`config.mk`:
```
export PLATFORM = sky130hd
export DESIGN_NAME = dmem_access_ctrl
export DESIGN_NICKNAME = d
export VERILOG_FILES = /design/src/rtl/dmem_access_ctrl_pkg.sv /design/src/rtl/dmem_access_ctrl.sv
export SDC_FILE = /design/constraint.sdc
export NUM_CORES = 1
export LEC_CHECK = 0
export ABC_AREA = 1
export CAP_MARGIN = 20
export CORE_AREA = 4 4 151 124
export DETAILED_ROUTE_END_ITERATION = 16
export DIE_AREA = 0 0 155 128
export PLACE_DENSITY = 0.62
export RECOVER_POWER = 100
export SKIP_LAST_GASP = 1
export SYNTH_ARGS = -nofsm -noshare
export SYNTH_HDL_FRONTEND = slang
export SYNTH_SLANG_ARGS = --single-unit
```
`constraint.sdc`:
```
create_clock -name clk -period 1.4 [get_ports clk]
set_clock_uncertainty 0.05 [all_clocks]
set_input_delay 0.14 -clock clk [delete_from_list [all_inputs] [get_ports clk]]
set_output_delay 0.14 -clock clk [all_outputs]
set_load 0.01 [all_outputs]
```
`src/rtl/dmem_access_ctrl_pkg.sv`:
```
// Shared types and constants for the MEM-stage data-memory access controller.
// Holds the FSM state encoding and the word-alignment helper.
package dmem_access_ctrl_pkg;

    typedef enum logic [1:0] {
        StIdle = 2'd0,
        StReq  = 2'd1,
        StDone = 2'd2
    } dmem_state_e;

    localparam logic [1:0] AlignMask = 2'b11;

    function automatic logic is_word_aligned(input logic [31:0] addr);
        return (addr[1:0] & AlignMask) == 2'b00;
    endfunction

endpackage

```
`src/rtl/dmem_access_ctrl.sv`:
```
// MEM-stage data-memory sequencer: stalls the pipeline while a load/store runs
// against a req/ready memory, captures load data, and aborts misaligned or hung accesses.
module dmem_access_ctrl
    import dmem_access_ctrl_pkg::*;
#(
    parameter int unsigned TIMEOUT = 15,
    parameter int unsigned CNT_W   = 4
) (
    input  logic        clk,
    input  logic        rst,
    input  logic        MemReadM,
    input  logic        MemWriteM,
    input  logic [31:0] ALUOutM,
    input  logic [31:0] WriteDataM,
    output logic [31:0] ReadDataM,
    output logic        StallM,
    output logic        FlushW,
    output logic        BusErrM,
    output logic        mem_req,
    output logic        mem_we,
    output logic [31:0] mem_addr,
    output logic [31:0] mem_wdata,
    input  logic [31:0] mem_rdata,
    input  logic        mem_ready
);

    localparam bit             TimeoutEn = (TIMEOUT != 32'd0);
    localparam logic [CNT_W-1:0] CntLast =
        CNT_W'((TIMEOUT == 32'd0) ? 32'd0 : TIMEOUT - 32'd1);

    dmem_state_e      state_q, state_d;
    logic [CNT_W-1:0] cnt_q, cnt_d;
    logic [31:0]      rdata_q, rdata_d;
    logic             berr_q, berr_d;
    logic             req_q, req_d;
    logic             we_q, we_d;
    logic [31:0]      addr_q, addr_d;
    logic [31:0]      wdata_q, wdata_d;

    logic access;
    logic timeout_hit;

    assign access      = MemReadM | MemWriteM;
    assign timeout_hit = TimeoutEn && (cnt_q == CntLast);

    always_comb begin
        state_d = state_q;
        cnt_d   = cnt_q;
        rdata_d = rdata_q;
        berr_d  = berr_q;
        req_d   = req_q;
        we_d    = we_q;
        addr_d  = addr_q;
        wdata_d = wdata_q;
        StallM  = 1'b0;
        FlushW  = 1'b0;

        case (state_q)
            StIdle: begin
                if (access) begin
                    StallM = 1'b1;
                    FlushW = 1'b1;
                    if (is_word_aligned(ALUOutM)) begin
                        addr_d  = ALUOutM;
                        wdata_d = WriteDataM;
                        we_d    = MemWriteM;
                        req_d   = 1'b1;
                        cnt_d   = '0;
                        state_d = StReq;
                    end else begin
                        berr_d  = 1'b1;
                        rdata_d = '0;
                        state_d = StDone;
                    end
                end
            end
            StReq: begin
                StallM = 1'b1;
                FlushW = 1'b1;
                if (mem_ready) begin
                    req_d = 1'b0;
                    // A write (including read+write) leaves the last load data in place.
                    if (!we_q) begin
                        rdata_d = mem_rdata;
                    end
                    state_d = StDone;
                end else if (timeout_hit) begin
                    req_d   = 1'b0;
                    berr_d  = 1'b1;
                    rdata_d = '0;
                    state_d = StDone;
                end else begin
                    cnt_d = cnt_q + CNT_W'(1);
                end
            end
            StDone: begin
                berr_d  = 1'b0;
                state_d = StIdle;
            end
            default: begin
                state_d = StIdle;
            end
        endcase

        // The pipeline must not be frozen while reset is being applied.
        if (rst) begin
            StallM = 1'b0;
            FlushW = 1'b0;
        end
    end

    always_ff @(posedge clk) begin
        if (rst) begin
            state_q <= StIdle;
            cnt_q   <= '0;
            rdata_q <= '0;
            berr_q  <= 1'b0;
            req_q   <= 1'b0;
            we_q    <= 1'b0;
            addr_q  <= '0;
            wdata_q <= '0;
        end else begin
            state_q <= state_d;
            cnt_q   <= cnt_d;
            rdata_q <= rdata_d;
            berr_q  <= berr_d;
            req_q   <= req_d;
            we_q    <= we_d;
            addr_q  <= addr_d;
            wdata_q <= wdata_d;
        end
    end

    assign ReadDataM = rdata_q;
    assign BusErrM   = berr_q;
    assign mem_req   = req_q;
    assign mem_we    = we_q;
    assign mem_addr  = addr_q;
    assign mem_wdata = wdata_q;

endmodule

```
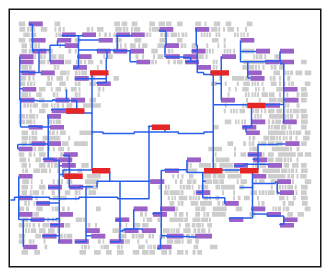
run_1/clock_map.png
(2 px per micron)
- flip-flops: purple (count 105)
- clock wires: blue (length 1,490 microns)
- cells driving clock nets: red (count 9)
- flops lie: all over the die
Clock group: 2620 uW
clock power share: 33.7%
Latency at later pin: 0.34 ns

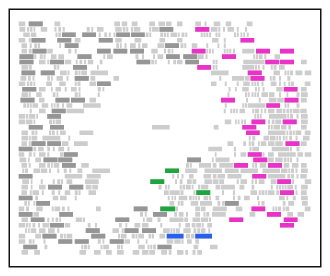
run_1/registers.png
(2 px per micron) Other sequential cells in the stronger gray, the rest of the logic in the fainter gray.
- ReadDataM: magenta (placed flops 32; where a column on the right)
- state_q: blue (placed flops 2)
- cnt_q: green (placed flops 4)

==> Changelog: implementation, run 1 <==
### Implementation results

* Status: finished, violations left
* Violated checks: negative setup slack
* Met1 usage at 16.2%
* Seq/Total Area, Yosys at 49.6%
* PwrDens at 1060 mW/mm^2
* Largest power group: registers
* Port bufs at 201
* Inverter count at 26
* Die ar. at 0.0198 sq mm
* Internal Power at 5570 uW
* Adder Area Share at 0.591%
* Simple share at 31.1%
* Final Setup Violations at 34
* Core box area at 0.0172 sq mm
* Final WS setup at -0.130 ns
* Crit path arrival time at 1.71 ns
* Maximum number of pins on one net before global-route repair at 67
* Clk buf depth at 2
* First-pass GRT wire length at 21,600 microns
* Vias/cell at 4.31
* Critical path startpoint category: register
* XOR-XNOR Cells, Area Fraction at 0%
* Initial antenna violation count at 0
* Setup Fix Bufs, Post-CTS at 5
* Combinational cell power at 1850 uW
* Worst slew margin at 78.0%
* Delay-heaviest family, CP: simple AND/OR/NAND/NOR gates
* R2R Path Start: cnt_q[0]$_SDFFE_PP0P_
* Flop count at 105
* Yosys aoi share at 11.3%
* Multi-input comb cells at 421
* Critical path origin: cnt_q[0]$_SDFFE_PP0P_
* Sequential Power at 3300 uW
* Yosys Instances at 588
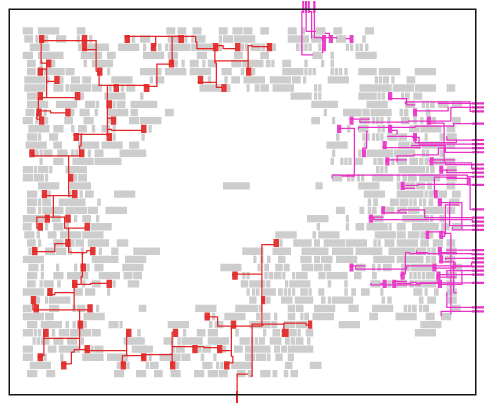
run_1/port_nets.png
(3 px per micron)
- mem_rdata: magenta (bits 32; direction input; edge 28 right, 4 top; end cells 32; buffers 32; wire 1,020 microns)
- rst: red (bits 1; direction input; edge bottom; end cells 68; buffers 2; wire 714 microns)

-- run 1: layout by cell type (no fill, tap or decap), types with 2 or more instances in the layout --
| cell type | n |
|---|---|
| dfxtp_1 | 102 |
| clkdlybuf4s50_1 | 99 |
| nand2_2 | 7 |
| o21ai_0 | 3 |
| nand3_4 | 6 |
| a21oi_2 | 8 |
| inv_1 | 20 |
| dfxtp_4 | 2 |
| buf_4 | 22 |
| nand2_1 | 211 |
| nor2_1 | 62 |
| inv_6 | 2 |
| clkinvlp_4 | 3 |
| nor2_4 | 5 |
| buf_6 | 6 |
| buf_12 | 13 |
| nor2_2 | 4 |
| nand3_2 | 4 |
| buf_2 | 2 |
| dlygate4sd2_1 | 99 |
| a21oi_1 | 83 |
| nand3_1 | 21 |
| clkbuf_16 | 17 |
| nand2_4 | 2 |
| inv_2 | 4 |
-- run 1: metrics by stage --
stage          hold slack, ns  setup TNS [ns]  utilization [%]  instance area (sq um)  setup slack, ns
2_1_floorplan           0.233               0                -                   4240           0.0216
3_3_place_gp            0.392          -23.15             38.7                   6650           -0.293
3_5_place_dp            0.395          -23.70             38.7                   6650           -0.316
4_1_cts                0.0966          -0.488             40.7                   6980          -0.0640
5_1_grt                 0.126           -5.38             42.8                   7340           -0.185
6_report                0.112           -1.96             42.8                   7340           -0.130
-- run 1: final timing paths --
check	slack [ns]	depth (start not counted)	to
setup / recovery	-0.13	7	ReadDataM[15]$_SDFFE_PP0P_
hold / removal	0.11	3	state_q[1]$_SDFFE_PP0P_
setup reg to reg	-0.13	7	ReadDataM[15]$_SDFFE_PP0P_
hold reg to reg	0.40	2	mem_addr[1]$_SDFFE_PP0P_
==> inputs of run 2 (changes only) <==
--- a/config.mk
+++ b/config.mk
@@ -12,6 +12,7 @@
 export DIE_AREA = 0 0 155 128
 export PLACE_DENSITY = 0.62
 export RECOVER_POWER = 100
+export REMOVE_ABC_BUFFERS = 1
 export SKIP_LAST_GASP = 1
 export SYNTH_ARGS = -nofsm -noshare
 export SYNTH_HDL_FRONTEND = slang
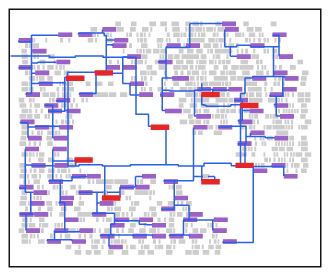
run_2/clock_map.png
(2 px per micron)
- clock wires: blue (length 1,520 microns)
- flip-flops: purple (count 105)
- cells driving clock nets: red (count 9)
- flops lie: all over the die
- routed clock nets: 10

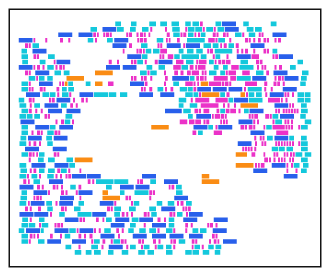
run_2/cell_classes.png
(2 px per micron)
- other buffers and delay cells: cyan (cells 249; share of their area 35%)
- all other logic: magenta (cells 447; share of their area 31%)
- flip-flops: blue (cells 105; share of their area 30%)
- clock drivers and dummy loads: orange (cells 16; share of their area 4.2%)

==> Changelog: implementation, run 2 <==
### Implementation results

* Status: finished, violations left
* Violated checks: negative setup slack
* Final Setup Violations at 34
* Hold Crit Endpoint: state_q[1]$_SDFFE_PP0P_
* Yosys cell types at 21
* Core box area at 0.0172 sq mm
* Final WS setup at -0.101 ns
* Multi-input comb cells at 421
* FP Util at 24.7%
* Crit path arrival time at 1.31 ns
* Flop count at 105
* Inverter count at 26
* Vias/cell at 4.23
* Critical path startpoint category: register
* First-pass GRT wire length at 21,800 microns
* Critical path origin: state_q[1]$_SDFFE_PP0P_
* Worst slew margin at 79.8%
* Critical Path Sink: FlushW
* Hold Path Stages at 3
* Fin Hold WS at 0.179 ns
* Top_reg_cell synth: dfxtp_1
* Critical Path Stages at 6
* Seq/Total Area, Yosys at 49.6%
* Die ar. at 0.0198 sq mm
* Maximum number of pins on one net before global-route repair at 64
* Critical path fanouts, max at 3
* R2R Path Start: state_q[1]$_SDFFE_PP0P_
* Total track usage at 13.7%
* PwrDens at 1050 mW/mm^2
* CTS buffer count at 9
* Clk buf depth at 2
* Delay-heaviest family, CP: flip-flops
* Commonest Layout Cell: nand2_1
* Initial antenna violation count at 0
* Reg2reg setup slack at -0.09 ns
* R2R cell count at 9
* Yosys Instances at 588
* Port bufs at 201
* Top Layout Cells: nand2_1, dfxtp_1, clkdlybuf4s50_1, dlygate4sd2_1, a21oi_1
* RR Endpoint: ReadDataM[21]$_SDFFE_PP0P_
## run 2: cell counts after synthesis
Identical to the previous run, type by type.
## run 2: metal layers
layer / up-vias / wire (microns) / GRT usage, %
li1: 2310 / - / -
met1: 1966 / 6270 / 17.0
met2: 125 / 6710 / 21.4
met3: 8 / 1400 / 6.85
met4: 0 / 103 / 3.43
met5: - / 0 / 0
## run 2: through the flow
step	std cells	util (%)	setup TNS, ns	cell area, sq um
after global placement	1011	38.8	-24.07	6660
after global routing	1042	42.5	-4.91	7290
final	1042	42.5	-1.87	7290
after detailed placement	1011	38.8	-23.69	6660
after CTS	1033	40.6	-0.539	6970
after floorplan	549	-	-52.82	4020
## run 2: repair_timing
action	4_1_cts	5_1_grt
cloned	3	6
setup buffers	4	3
setup endpoints to repair	136	101
gates resized	128	45
pin swaps	4	12
hold endpoints to repair	0	0
## run 2: worst min-delay path: cells and delay by family
kind | cells | cell delay (ns)
buf+inv | 1 | 0.21
simple gates | 2 | 0.20
## run 2: report_power, final
| group | switching [uW] | leakage (uW) | internal [uW] |
|---|---|---|---|
| Combinational | 868 | 0.00228 | 919 |
| Clock | 1280 | 0.000144 | 1260 |
| Sequential | 105 | 0.000859 | 3190 |
## run 2: logic make-up (layout without fill, tap and decap cells)
family,Yosys count,in the layout,synth area share (%)
buffers and inverters,65,291,7.36
AND-OR/OR-AND,95,95,11.3
adder cells (fa/ha/maj),2,2,0.591
AND/OR/NAND/NOR,321,324,31.1
flip-flops,105,105,49.6
Power figures rest on the tool's default switching activity, not on a simulated workload.
